**src/rtl/decode_pipe_if.sv**
```systemverilog
// Decode-stage bus: IF/ID inputs, WB write port and ID/EX outputs.
// master = fetch/writeback side, slave = decode_pipe.
interface decode_pipe_if #(
   parameter int DATA_W = 16,
   parameter int REG_AW = 3
);
   logic              if_valid;
   logic [15:0]       if_instr;
   logic [DATA_W-1:0] if_pc_next;
   logic              flush;
   logic              wb_en;
   logic [REG_AW-1:0] wb_reg;
   logic [DATA_W-1:0] wb_data;
   logic              id_stall;
   logic              ex_valid;
   logic [15:0]       ex_instr;
   logic [DATA_W-1:0] ex_pc_next;
   logic [DATA_W-1:0] ex_r1;
   logic [DATA_W-1:0] ex_r2;
   logic [DATA_W-1:0] ex_imm5;
   logic [DATA_W-1:0] ex_imm8;
   logic [DATA_W-1:0] ex_imm11;
   logic [REG_AW-1:0] ex_dst;
   logic              ex_regwrt;
   logic              ex_memrd;
   logic              halted;
   logic              err;

   modport master (
      output if_valid, if_instr, if_pc_next, flush,
      output wb_en, wb_reg, wb_data,
      input  id_stall, ex_valid, ex_instr, ex_pc_next,
      input  ex_r1, ex_r2, ex_imm5, ex_imm8, ex_imm11,
      input  ex_dst, ex_regwrt, ex_memrd, halted, err
   );

   modport slave (
      input  if_valid, if_instr, if_pc_next, flush,
      input  wb_en, wb_reg, wb_data,
      output id_stall, ex_valid, ex_instr, ex_pc_next,
      output ex_r1, ex_r2, ex_imm5, ex_imm8, ex_imm11,
      output ex_dst, ex_regwrt, ex_memrd, halted, err
   );
endinterface

```
**src/rtl/decode_pipe.sv**
```systemverilog
// Decode stage: register file with WB bypass, operand/immediate decode,
// load-use hazard detection and the ID/EX pipeline register.
module decode_pipe #(
   parameter int DATA_W   = 16,
   parameter int REG_AW   = 3,
   parameter int LINK_REG = 7
) (
   input logic          clk,
   input logic          rst,
   decode_pipe_if.slave bus
);
   localparam int NREG = 2 ** REG_AW;

   logic [DATA_W-1:0] r_rf [NREG];

   logic              r_ex_valid;
   logic [15:0]       r_ex_instr;
   logic [DATA_W-1:0] r_ex_pc_next;
   logic [DATA_W-1:0] r_ex_r1;
   logic [DATA_W-1:0] r_ex_r2;
   logic [DATA_W-1:0] r_ex_imm5;
   logic [DATA_W-1:0] r_ex_imm8;
   logic [DATA_W-1:0] r_ex_imm11;
   logic [REG_AW-1:0] r_ex_dst;
   logic              r_ex_regwrt;
   logic              r_ex_memrd;
   logic              r_halted;
   logic              r_err;

   logic [4:0]        w_op;
   logic [REG_AW-1:0] w_rs;
   logic [REG_AW-1:0] w_rt;
   logic [REG_AW-1:0] w_rd;
   logic [DATA_W-1:0] w_r1;
   logic [DATA_W-1:0] w_r2;
   logic              w_zext;
   logic [DATA_W-1:0] w_imm5;
   logic [DATA_W-1:0] w_imm8;
   logic [DATA_W-1:0] w_imm11;
   logic              w_regwrt;
   logic              w_memrd;
   logic              w_dst_link;
   logic              w_dst_rd;
   logic              w_dst_rt;
   logic [REG_AW-1:0] w_dst;
   logic              w_reads_rs;
   logic              w_reads_rt;
   logic              w_hazard;

   assign w_op = bus.if_instr[15:11];
   assign w_rs = bus.if_instr[10:8];
   assign w_rt = bus.if_instr[7:5];
   assign w_rd = bus.if_instr[4:2];

   // WB write in the same cycle is visible to the decode read
   assign w_r1 = (bus.wb_en && bus.wb_reg == w_rs) ? bus.wb_data : r_rf[w_rs];
   assign w_r2 = (bus.wb_en && bus.wb_reg == w_rt) ? bus.wb_data : r_rf[w_rt];

   assign w_zext = (w_op[4:1] == 4'b0101);

   assign w_imm5 = w_zext
      ? {{(DATA_W-5){1'b0}}, bus.if_instr[4:0]}
      : {{(DATA_W-5){bus.if_instr[4]}}, bus.if_instr[4:0]};
   assign w_imm8 = w_zext
      ? {{(DATA_W-8){1'b0}}, bus.if_instr[7:0]}
      : {{(DATA_W-8){bus.if_instr[7]}}, bus.if_instr[7:0]};
   assign w_imm11 = {{(DATA_W-11){bus.if_instr[10]}}, bus.if_instr[10:0]};

   assign w_regwrt = !(w_op[4:2] == 3'b011 ||
                       w_op[4:1] == 4'b0001 ||
                       w_op[4:1] == 4'b0000 ||
                       w_op[4:1] == 4'b0010 ||
                       w_op == 5'b10000);
   assign w_memrd = (w_op == 5'b10001);

   assign w_dst_link = (w_op[4:1] == 4'b0011);
   assign w_dst_rd = (w_op == 5'b11001) || (w_op == 5'b11010) ||
                     (w_op == 5'b11011) || (w_op[4:2] == 3'b111);
   assign w_dst_rt = (w_op[4:2] == 3'b010) || (w_op[4:2] == 3'b101) ||
                     (w_op == 5'b10001) || (w_op == 5'b10011);

   always_comb begin
      w_dst = w_rs;
      unique case (1'b1)
         w_dst_link: w_dst = REG_AW'(LINK_REG);
         w_dst_rd:   w_dst = w_rd;
         w_dst_rt:   w_dst = w_rt;
         default:    w_dst = w_rs;
      endcase
   end

   assign w_reads_rs = !(w_op[4:1] == 4'b0000 ||
                         w_op[4:1] == 4'b0001 ||
                         w_op == 5'b00100 ||
                         w_op == 5'b00110 ||
                         w_op == 5'b11000);
   assign w_reads_rt = (w_op == 5'b11010) || (w_op == 5'b11011) ||
                       (w_op[4:2] == 3'b111) || (w_op == 5'b10000) ||
                       (w_op == 5'b10011);

   assign w_hazard = r_ex_valid && r_ex_memrd && bus.if_valid &&
                     ((w_reads_rs && w_rs == r_ex_dst) ||
                      (w_reads_rt && w_rt == r_ex_dst));

   assign bus.id_stall = w_hazard && !bus.flush && !r_halted;

   always_ff @(posedge clk or posedge rst) begin
      if (rst) begin
         for (int i = 0; i < NREG; i++) r_rf[i] <= '0;
      end else if (bus.wb_en) begin
         r_rf[bus.wb_reg] <= bus.wb_data;
      end
   end

   always_ff @(posedge clk or posedge rst) begin
      if (rst) begin
         r_ex_valid   <= 1'b0;
         r_ex_instr   <= '0;
         r_ex_pc_next <= '0;
         r_ex_r1      <= '0;
         r_ex_r2      <= '0;
         r_ex_imm5    <= '0;
         r_ex_imm8    <= '0;
         r_ex_imm11   <= '0;
         r_ex_dst     <= '0;
         r_ex_regwrt  <= 1'b0;
         r_ex_memrd   <= 1'b0;
      end else if (bus.flush || r_halted || w_hazard) begin
         r_ex_valid  <= 1'b0;
         r_ex_regwrt <= 1'b0;
         r_ex_memrd  <= 1'b0;
      end else begin
         r_ex_valid   <= bus.if_valid;
         r_ex_instr   <= bus.if_instr;
         r_ex_pc_next <= bus.if_pc_next;
         r_ex_r1      <= w_r1;
         r_ex_r2      <= w_r2;
         r_ex_imm5    <= w_imm5;
         r_ex_imm8    <= w_imm8;
         r_ex_imm11   <= w_imm11;
         r_ex_dst     <= w_dst;
         r_ex_regwrt  <= w_regwrt && bus.if_valid;
         r_ex_memrd   <= w_memrd && bus.if_valid;
      end
   end

   always_ff @(posedge clk or posedge rst) begin
      if (rst) begin
         r_halted <= 1'b0;
         r_err    <= 1'b0;
      end else begin
         if (r_ex_valid && r_ex_instr[15:11] == 5'b00000) r_halted <= 1'b1;
         if (bus.flush && r_halted) r_err <= 1'b1;
      end
   end

   assign bus.ex_valid   = r_ex_valid;
   assign bus.ex_instr   = r_ex_instr;
   assign bus.ex_pc_next = r_ex_pc_next;
   assign bus.ex_r1      = r_ex_r1;
   assign bus.ex_r2      = r_ex_r2;
   assign bus.ex_imm5    = r_ex_imm5;
   assign bus.ex_imm8    = r_ex_imm8;
   assign bus.ex_imm11   = r_ex_imm11;
   assign bus.ex_dst     = r_ex_dst;
   assign bus.ex_regwrt  = r_ex_regwrt;
   assign bus.ex_memrd   = r_ex_memrd;
   assign bus.halted     = r_halted;
   assign bus.err        = r_err;
endmodule

```
**src/flat_wrapper.sv**
```systemverilog
// flat-port wrapper written by rule: the top's interface ports become plain ports
module decode_pipe_flat 
#(
   parameter int DATA_W   = 16,
   parameter int REG_AW   = 3,
   parameter int LINK_REG = 7
)
  (clk, rst, bus_if_valid, bus_if_instr, bus_if_pc_next, bus_flush, bus_wb_en, bus_wb_reg, bus_wb_data, bus_id_stall, bus_ex_valid, bus_ex_instr, bus_ex_pc_next, bus_ex_r1, bus_ex_r2, bus_ex_imm5, bus_ex_imm8, bus_ex_imm11, bus_ex_dst, bus_ex_regwrt, bus_ex_memrd, bus_halted, bus_err);
  decode_pipe_if #(.DATA_W(DATA_W), .REG_AW(REG_AW)) bus_i ();
  input logic clk;
  input logic rst;
  input wire logic [$bits(bus_i.if_valid)-1:0] bus_if_valid;
  input wire logic [$bits(bus_i.if_instr)-1:0] bus_if_instr;
  input wire logic [$bits(bus_i.if_pc_next)-1:0] bus_if_pc_next;
  input wire logic [$bits(bus_i.flush)-1:0] bus_flush;
  input wire logic [$bits(bus_i.wb_en)-1:0] bus_wb_en;
  input wire logic [$bits(bus_i.wb_reg)-1:0] bus_wb_reg;
  input wire logic [$bits(bus_i.wb_data)-1:0] bus_wb_data;
  output wire logic [$bits(bus_i.id_stall)-1:0] bus_id_stall;
  output wire logic [$bits(bus_i.ex_valid)-1:0] bus_ex_valid;
  output wire logic [$bits(bus_i.ex_instr)-1:0] bus_ex_instr;
  output wire logic [$bits(bus_i.ex_pc_next)-1:0] bus_ex_pc_next;
  output wire logic [$bits(bus_i.ex_r1)-1:0] bus_ex_r1;
  output wire logic [$bits(bus_i.ex_r2)-1:0] bus_ex_r2;
  output wire logic [$bits(bus_i.ex_imm5)-1:0] bus_ex_imm5;
  output wire logic [$bits(bus_i.ex_imm8)-1:0] bus_ex_imm8;
  output wire logic [$bits(bus_i.ex_imm11)-1:0] bus_ex_imm11;
  output wire logic [$bits(bus_i.ex_dst)-1:0] bus_ex_dst;
  output wire logic [$bits(bus_i.ex_regwrt)-1:0] bus_ex_regwrt;
  output wire logic [$bits(bus_i.ex_memrd)-1:0] bus_ex_memrd;
  output wire logic [$bits(bus_i.halted)-1:0] bus_halted;
  output wire logic [$bits(bus_i.err)-1:0] bus_err;
  assign bus_i.if_valid = bus_if_valid;
  assign bus_i.if_instr = bus_if_instr;
  assign bus_i.if_pc_next = bus_if_pc_next;
  assign bus_i.flush = bus_flush;
  assign bus_i.wb_en = bus_wb_en;
  assign bus_i.wb_reg = bus_wb_reg;
  assign bus_i.wb_data = bus_wb_data;
  assign bus_id_stall = bus_i.id_stall;
  assign bus_ex_valid = bus_i.ex_valid;
  assign bus_ex_instr = bus_i.ex_instr;
  assign bus_ex_pc_next = bus_i.ex_pc_next;
  assign bus_ex_r1 = bus_i.ex_r1;
  assign bus_ex_r2 = bus_i.ex_r2;
  assign bus_ex_imm5 = bus_i.ex_imm5;
  assign bus_ex_imm8 = bus_i.ex_imm8;
  assign bus_ex_imm11 = bus_i.ex_imm11;
  assign bus_ex_dst = bus_i.ex_dst;
  assign bus_ex_regwrt = bus_i.ex_regwrt;
  assign bus_ex_memrd = bus_i.ex_memrd;
  assign bus_halted = bus_i.halted;
  assign bus_err = bus_i.err;
  decode_pipe #(.DATA_W(DATA_W), .REG_AW(REG_AW), .LINK_REG(LINK_REG)) u_core (.clk(clk), .rst(rst), .bus(bus_i));
endmodule
```
**config.mk**
```make
export PLATFORM = sky130hd
export DESIGN_NAME = decode_pipe_flat
export DESIGN_NICKNAME = d
export VERILOG_FILES = /design/src/rtl/decode_pipe_if.sv /design/src/rtl/decode_pipe.sv /design/src/flat_wrapper.sv
export SDC_FILE = /design/constraint.sdc
export NUM_CORES = 1
export LEC_CHECK = 0
export CORE_ASPECT_RATIO = 1.2
export CORE_MARGIN = 3
export CORE_UTILIZATION = 40
export CTS_CLUSTER_DIAMETER = 120
export DETAILED_ROUTE_END_ITERATION = 10
export GPL_TIMING_DRIVEN = 0
export HOLD_SLACK_MARGIN = 0.12
export PLACE_DENSITY = 0.7
export REMOVE_ABC_BUFFERS = 1
export SYNTH_ARGS = -nofsm -noshare
export SYNTH_HDL_FRONTEND = slang
export SYNTH_SLANG_ARGS = --single-unit
```
**constraint.sdc**
```tcl
create_clock -name clk -period 5.8 [get_ports clk]
set_clock_uncertainty 0.1 [all_clocks]
set_input_delay 0.58 -clock clk [delete_from_list [all_inputs] [get_ports clk]]
set_output_delay 0.58 -clock clk [all_outputs]
set_load 0.05 [all_outputs]
```
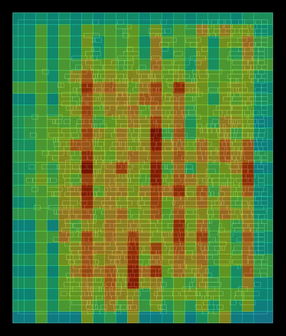
Run 1: routing congestion map
GRT Overall Usage: 17.15%
share of the core filled with cells: 49.98%
mean routed wirelength per cell: 20.16 µm
global-route track usage on met1: 22.61%
routing usage on met2: 29.19%

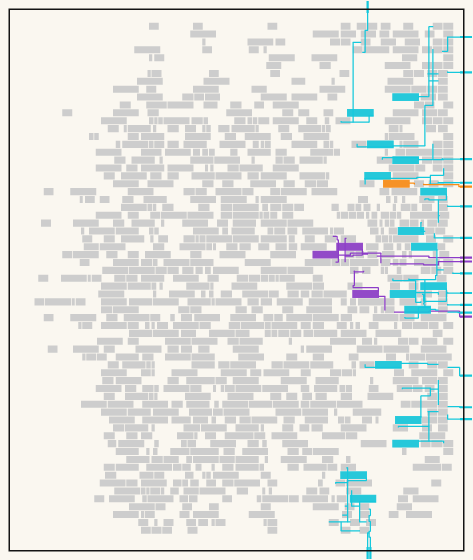
Run 1: I/O nets highlighted
- purple: bus_ex_dst (direction output; end cells 3; buffers 3; wire 158 µm)
- cyan: bus_ex_instr (direction output; end cells 16; buffers 16; wire 618 µm)
- orange: bus_ex_regwrt (direction output; end cells 1; buffers 1; wire 16.1 µm)

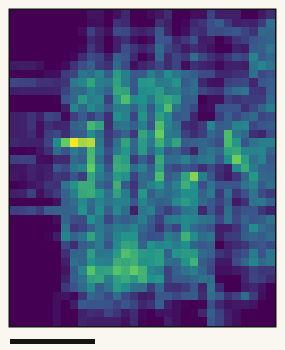
Run 1: wiring heat map
The bar under the picture is 50 µm long. The die is cut into 31 by 37 equal tiles; dark purple is low, yellow is high, scaled to the fullest tile. Values are wire area over tile area, all layers added.
- fullest tile: 0.58
- tiles over half the peak: 9.9%
- nearly empty tiles: 18%
final routed wirelength across all metal layers: 25300 µm
via total after detailed routing: 6800

==> results.py, run 1 <==
# Flow results
metrics = {
    "status": {
        "run_status": "finished, final reports clean",
    },
    "yosys": {
        "synthXorXnorAreaFrac_pct": 0.9681,
        "yosys.cell_types.count": 44,
        "synth.logic.top_family": "multiplexers",
        "yosysWarnings": 0,
        "avgSynthCellArea_um2": 13.42,
        "area_figure_in_the_yosys_stat_output_um2": 10860,
        "top_cells_by_area_synth": "sky130_fd_sc_hd__dfrtp_1, sky130_fd_sc_hd__mux2_2, sky130_fd_sc_hd__mux4_2, sky130_fd_sc_hd__mux2_4, sky130_fd_sc_hd__mux2i_1",
        "compound_area_share_pct": 3.699,
        "synth_area_um2": 10860,
        "ys_sh_simple_pct": 5.002,
        "synth_cells": 809,
        "top_area_cell": "sky130_fd_sc_hd__dfrtp_1",
        "dominantRegCellSynth": "sky130_fd_sc_hd__dfrtp_1",
        "post_synth_fa_ha_maj_area_fraction_pct": 0,
        "yosys_register_bits": 202,
        "top_cell_type_by_instance_count_after_synthesis": "sky130_fd_sc_hd__dfrtp_1",
        "mux_share_of_post_synthesis_cell_area_pct": 35.59,
        "synth-edff-count": 0,
        "cell_count_in_the_yosys_report": 809,
        "yosys.stat.seqShare_pct": 46.56,
        "ys_async_sr_fraction_pct": 100.0,
        "netlist_top_cells_count": "sky130_fd_sc_hd__dfrtp_1, sky130_fd_sc_hd__mux2_2, sky130_fd_sc_hd__mux4_2",
        "top_area_share_pct": 46.56,
    },
    "final_layout": {
        "seqAreaFraction_pct": 38.15,
        "most_used_logic_cell_in_the_final_layout": "sky130_fd_sc_hd__dfrtp_1",
        "antenna-diode-count": 1,
        "share_of_post_route_cells_with_drive_strength_above_1_pct": 31.88,
        "n_all_buffers": 189,
        "inverters": 35,
        "final_design_area_no_fill_um2": 13250,
        "numSequentialCells": 202,
        "largest_reg_flops": 128,
        "areaGrowthSynthToFinish_pct": 22.06,
        "non_clk_buf_share_pct": 15.22,
        "lay_top_cells": "sky130_fd_sc_hd__dfrtp_1, sky130_fd_sc_hd__clkdlybuf4s50_1, sky130_fd_sc_hd__mux2_2",
        "dominant_cells": "sequential cells",
        "regMostFlops": "u_core.r_rf",
        "final-seq-area_um2": 5055,
        "clkbuf_count": 32,
        "finish.net_count": 964,
        "sh_comb_area_pct": 37.36,
        "combinational_cell_area_excluding_buffers_and_inverters_um2": 4951,
        "area_share_clock_buf_inv_pct": 5.042,
        "nMultiInputCombCells": 458,
        "final.fill_count": 2261,
    },
    "pwr": {
        "power.sequential.fraction_pct": 32.3,
        "net-switching-power_mw": 2.724,
        "pwr-share-clk_pct": 19.9,
        "share_comb_of_total_power_pct": 47.8,
        "power.leakage_nw": 5.709,
        "power.density_nw_per_um2": 499.0,
        "switching_share_pct": 41.20,
        "power.internal_mw": 3.888,
        "vdd_drop_max_uv": 248.9,
        "design_power_total_mw": 6.612,
    },
    "clock_network": {
        "cts.htree.levels": 1,
        "cts_buffers": 22,
        "clk_pin_slew_worst_paths_ns": 0.06,
        "clkSinkCount": 202,
        "cts.repair.resized": 0,
        "cts-root-to-sink-buffers": 3,
        "clk_latency_ns": 0.50,
        "cts.root.buffer_cell": "sky130_fd_sc_hd__clkbuf_16",
        "cts_hold_buffers": 0,
        "post-cts-setup-buffers": 0,
        "cts_tree": "built",
    },
    "timing": {
        "finalSetupViolCount": 0,
        "rsz_0062_raised_after_global_routing": "false",
        "setup-tns-final_ns": 0,
        "hold_viol_final": 0,
        "finalClockPeriodUsage_pct": 77.58,
        "finalWorstSetupSlack_ns": 1.300,
        "fmax_ghz": 0.2222,
        "slew_headroom_pct": 6.927,
        "fin_hold_ws_ns": 0.3279,
        "slew_violations": 0,
        "worst-slew-pin-transition_ns": 1.392,
        "layout_min_cycle_time_ns": 4.500,
    },
    "critical_path": {
        "start_to_end_type_of_the_worst_setup_path": "input port to output pin",
        "worst_setup_path_start": "bus_if_instr[8]",
        "path_max_fanout": 21,
        "worst_reg2reg_path_endpoint": "u_core.bus.ex_r2[14]",
        "cp.required_ns": 5.12,
        "critPathCaptureType": "output pin",
        "buffering_stage_count_on_the_worst_path_with_inverters_included": 2,
        "slack_of_the_worst_reg_to_reg_path_ns": 3.07,
        "worst_setup_endpoint": "bus_id_stall",
        "reg2reg_depth": 6,
        "timing.critical_path.arrival_ns": 3.82,
        "critPathMaxStageDelay_ns": 1.40,
        "worst_path_most_repeated_cell": "sky130_fd_sc_hd__clkdlybuf4s50_1",
        "critical_path.top_delay_family": "buffers and inverters",
        "crit_path_slowest_cell": "sky130_fd_sc_hd__clkdlybuf4s50_1",
        "critical_path.cell_chain": "clkdlybuf4s50_1 > xor2_1 > a2111oi_4 > o21ai_0 > a21oi_1 > clkdlybuf4s50_1",
        "cp_num_cells": 6,
        "start_kind": "input port",
        "reg2reg_start": "u_core.bus.ex_dst[0]",
    },
    "placed_design": {
        "gp_routability_congestion": 0.7471,
        "portbufs": 176,
        "dpl-instance-area_um2": 12570,
        "pre_cts_slack_ns": 1.289,
        "place_hpwl_um": 16150,
    },
    "floorplanning": {
        "fp_util_pct": 40.95,
        "design.die.area_um2": 29160,
        "num_io_pins": 177,
        "std_cell_rows": 65,
        "core-area_um2": 26510,
        "dieWidth_um": 156.4,
        "die.size.y_um": 186.5,
        "tapcell.inserted": 335,
    },
    "global_route": {
        "grt_first_pass_wirelength_um": 39990,
        "grt_pass1_vias": 7224,
        "grt_start_max_net_pins": 109,
        "antenna_found_initial": 2,
        "grt_overflow_total": 0,
    },
    "routing": {
        "final_antenna_net_count": 0,
        "routed_via_density": 5.418,
        "detailedRoute.firstPassIterationCount": 4,
        "drc": 0,
        "dr.first_iter.drc_count": 403,
    },
    "flow_run": {
        "maxCapViolations": 0,
        "number_of_warnings_in_the_stage_logs": 27,
    },
    "hold_path": {
        "hold_path.class": "input port to async pin",
    },
}
## run 1: routing by layer
metal / track usage, % / part of all wire (%) / vias to the layer above
li1: - / - / 3068
met5: 0 / 0.036 / -
met1: 22.61 / 42 / 3483
met4: 4.042 / 1.5 / 2
met2: 29.19 / 50 / 214
met3: 3.387 / 6.2 / 33
## run 1: metrics by stage
stage	cells	utilization, %
global placement	1206	46.32
floorplan	695	-
detailed placement	1218	47.39
finish	1255	49.98
CTS	1253	49.92
global route	1255	49.98
## run 1: power by group through the flow
stage / clock, mW / combinational [mW] / sequential (mW)
after detailed placement: 0 / 3.18 / 2.16
final: 1.31 / 3.16 / 2.14
after global placement: 0 / 3.22 / 2.14
after CTS: 1.36 / 3.19 / 2.14
after floorplan: 0 / 0.962 / 3.37
after global routing: 1.42 / 3.32 / 2.20
Run 1, cells by drive strength:
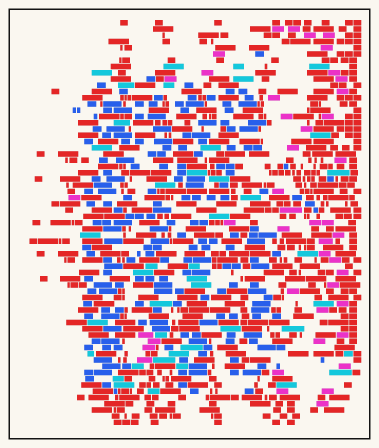

--- run 2 (diff from run 1) ---
--- a/config.mk
+++ b/config.mk
@@ -12,7 +12,7 @@
 export DETAILED_ROUTE_END_ITERATION = 10
 export GPL_TIMING_DRIVEN = 0
 export HOLD_SLACK_MARGIN = 0.12
-export PLACE_DENSITY = 0.7
+export PLACE_DENSITY = 0.68
 export REMOVE_ABC_BUFFERS = 1
 export SYNTH_ARGS = -nofsm -noshare
 export SYNTH_HDL_FRONTEND = slang
==> constraint.sdc (replaced) <==
create_clock -name clk -period 4.15 [get_ports clk]
set_clock_uncertainty 0.1 [all_clocks]
set_input_delay 0.415 -clock clk [delete_from_list [all_inputs] [get_ports clk]]
set_output_delay 0.415 -clock clk [all_outputs]
set_load 0.05 [all_outputs]
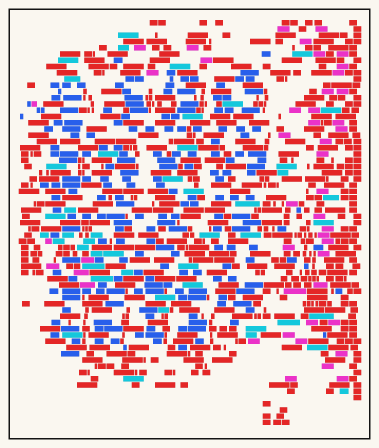
Run 2: cells by drive strength
- magenta: drive 3 to 4 (cells 46)
- cyan: drive 6 and up (cells 46)
- blue: drive 2 (cells 208)
- red: drive 1 or less (cells 628)

==> run 2 against run 1 <==
Against the previous run:
- critical path depth did not move
- die area did not move
- count of clock-buffer cells in the layout rose by 5
- global-route usage rose by 0.41 points
- synthesized cell count did not move
- critical endpoint unchanged
==> results.py, run 2 <==
# Flow results
metrics = {
    "clock_network": {
        "cts.root.buffer_cell": "sky130_fd_sc_hd__clkbuf_16",
        "cts-root-to-sink-buffers": 3,
        "cts_buffers": 24,
        "cts_tree": "built",
        "post-cts-setup-buffers": 0,
        "clk_pin_slew_worst_paths_ns": 0.05,
        "cts.htree.levels": 1,
        "clk_latency_ns": 0.51,
        "cts_hold_buffers": 0,
        "cts.repair.resized": 0,
        "clkSinkCount": 202,
    },
    "hold_path": {
        "hold_path.class": "input port to async pin",
    },
    "flow_run": {
        "number_of_warnings_in_the_stage_logs": 27,
        "maxCapViolations": 0,
    },
    "yosys": {
        "top_area_share_pct": 46.56,
        "yosys.cell_types.count": 44,
        "synth_area_um2": 10860,
        "yosys.stat.seqShare_pct": 46.56,
        "synth_cells": 809,
        "ys_async_sr_fraction_pct": 100.0,
        "avgSynthCellArea_um2": 13.42,
        "top_cells_by_area_synth": "sky130_fd_sc_hd__dfrtp_1, sky130_fd_sc_hd__mux2_2, sky130_fd_sc_hd__mux4_2, sky130_fd_sc_hd__mux2_4, sky130_fd_sc_hd__mux2i_1",
        "yosysWarnings": 0,
        "mux_share_of_post_synthesis_cell_area_pct": 35.59,
        "post_synth_fa_ha_maj_area_fraction_pct": 0,
        "top_area_cell": "sky130_fd_sc_hd__dfrtp_1",
        "yosys_register_bits": 202,
        "synth.logic.top_family": "multiplexers",
        "dominantRegCellSynth": "sky130_fd_sc_hd__dfrtp_1",
        "synthXorXnorAreaFrac_pct": 0.9681,
        "area_figure_in_the_yosys_stat_output_um2": 10860,
        "netlist_top_cells_count": "sky130_fd_sc_hd__dfrtp_1, sky130_fd_sc_hd__mux2_2, sky130_fd_sc_hd__mux4_2",
        "compound_area_share_pct": 3.699,
        "cell_count_in_the_yosys_report": 809,
        "ys_sh_simple_pct": 5.002,
        "synth-edff-count": 0,
    },
    "critical_path": {
        "start_kind": "input port",
        "critical_path.top_delay_family": "buffers and inverters",
        "crit_path_slowest_cell": "sky130_fd_sc_hd__clkdlybuf4s50_1",
        "timing.critical_path.arrival_ns": 2.82,
        "cp.required_ns": 3.63,
        "critPathCaptureType": "output pin",
        "worst_reg2reg_path_endpoint": "u_core.bus.ex_r2[14]",
        "slack_of_the_worst_reg_to_reg_path_ns": 1.29,
        "reg2reg_depth": 6,
        "reg2reg_start": "u_core.bus.ex_dst[0]",
        "critical_path.cell_chain": "clkdlybuf4s50_1 > inv_1 > a2111oi_4 > o21ai_0 > a21oi_1 > clkdlybuf4s50_1",
        "buffering_stage_count_on_the_worst_path_with_inverters_included": 3,
        "start_to_end_type_of_the_worst_setup_path": "input port to output pin",
        "path_max_fanout": 10,
        "critPathMaxStageDelay_ns": 0.83,
        "worst_path_most_repeated_cell": "sky130_fd_sc_hd__clkdlybuf4s50_1",
    },
    "routing": {
        "via_count": 6900,
        "final_antenna_net_count": 0,
        "finalWirelength_um": 26040,
        "detailedRoute.firstPassIterationCount": 5,
        "drc": 0,
        "routed_via_density": 5.463,
    },
    "pwr": {
        "power_leader": "combinational logic",
        "power.density_nw_per_um2": 713.3,
        "net-switching-power_mw": 3.869,
        "pwr-share-clk_pct": 22.1,
        "share_comb_of_total_power_pct": 46.5,
        "pg_comb_mw": 4.43,
        "switching_share_pct": 40.64,
        "power.sequential.fraction_pct": 31.4,
        "power.internal_mw": 5.651,
        "power.leakage_nw": 5.761,
        "power_clock_mw": 2.11,
        "vdd_drop_max_uv": 403.0,
        "pg_seq_mw": 2.99,
        "design_power_total_mw": 9.520,
    },
    "final_layout": {
        "final_cell_count_no_fill": 1263,
        "areaGrowthSynthToFinish_pct": 22.93,
        "final_design_area_no_fill_um2": 13350,
        "final-seq-area_um2": 5055,
        "regMostFlops": "u_core.r_rf",
        "largest_reg_flops": 128,
        "final.fill_count": 2287,
        "lay_top_cells": "sky130_fd_sc_hd__dfrtp_1, sky130_fd_sc_hd__clkdlybuf4s50_1, sky130_fd_sc_hd__mux2_2",
        "finish.net_count": 967,
        "most_used_logic_cell_in_the_final_layout": "sky130_fd_sc_hd__dfrtp_1",
        "share_of_post_route_cells_with_drive_strength_above_1_pct": 32.33,
        "combinational_cell_area_excluding_buffers_and_inverters_um2": 4951,
    },
    "placed_design": {
        "pre_cts_slack_ns": 0.5923,
        "portbufs": 176,
        "gp_routability_congestion": 0.7553,
        "place_hpwl_um": 16540,
        "dpl-instance-area_um2": 12550,
        "numPlacedInstances": 1220,
    },
    "timing": {
        "fin_hold_ws_ns": 0.2920,
        "setup-tns-final_ns": 0,
        "rsz_0062_raised_after_global_routing": "false",
        "worst-slew-pin-transition_ns": 1.248,
        "slew_violations": 0,
        "finalSetupViolCount": 0,
        "finalWorstSetupSlack_ns": 0.8105,
        "hold_viol_final": 0,
        "layout_min_cycle_time_ns": 3.339,
        "finalClockPeriodUsage_pct": 80.47,
        "slew_headroom_pct": 16.37,
    },
    "floorplanning": {
        "num_io_pins": 177,
        "design.die.area_um2": 29160,
        "dieWidth_um": 156.4,
        "fp_util_pct": 40.95,
        "core-area_um2": 26510,
        "die.size.y_um": 186.5,
    },
    "global_route": {
        "grt_overflow_total": 0,
        "grt_pass1_vias": 7082,
        "grt_start_max_net_pins": 118,
        "grt_first_pass_wirelength_um": 40510,
    },
    "status": {
        "run_status": "finished, final reports clean",
    },
}
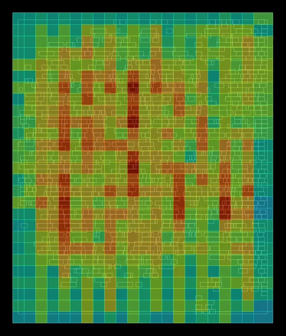
Run 2: routing congestion map
mean routed wirelength per cell: 20.62 µm
share of the core filled with cells: 50.34%
global-route track usage on met1: 24.77%
GRT Overall Usage: 17.56%
gr busiest metal: met2

-- run 2: worst max path at each step --
stage | startpoint | end | depth (start not counted)
floorplan | rst | u_core.bus.err | 1
global placement | rst | u_core.r_rf[72] | 2
detailed placement | bus_if_instr[6] | u_core.bus.ex_r2[14] | 8
CTS | bus_if_instr[9] | bus_id_stall | 6
global route | bus_if_instr[9] | bus_id_stall | 6
finish | bus_if_instr[15] | bus_id_stall | 6
-- run 2: area by class of cell --
type                            instances  area share, %
Clock buffer                           37          5.325
Clock inverter                          6         0.6281
Inverter                               35          1.041
Multi-Input combinational cell        458          37.10
Sequential cell                       202          37.87
Tap cell                              335          3.141
Timing Repair Buffer                  190          14.90
-- run 2: layer usage --
layer,GRT usage [%],wire (µm)
met4,3.099,275
met2,29.11,12410
met1,24.77,11580
met5,0,13
met3,2.807,1765
Power figures rest on the tool's default switching activity, not on a simulated workload.
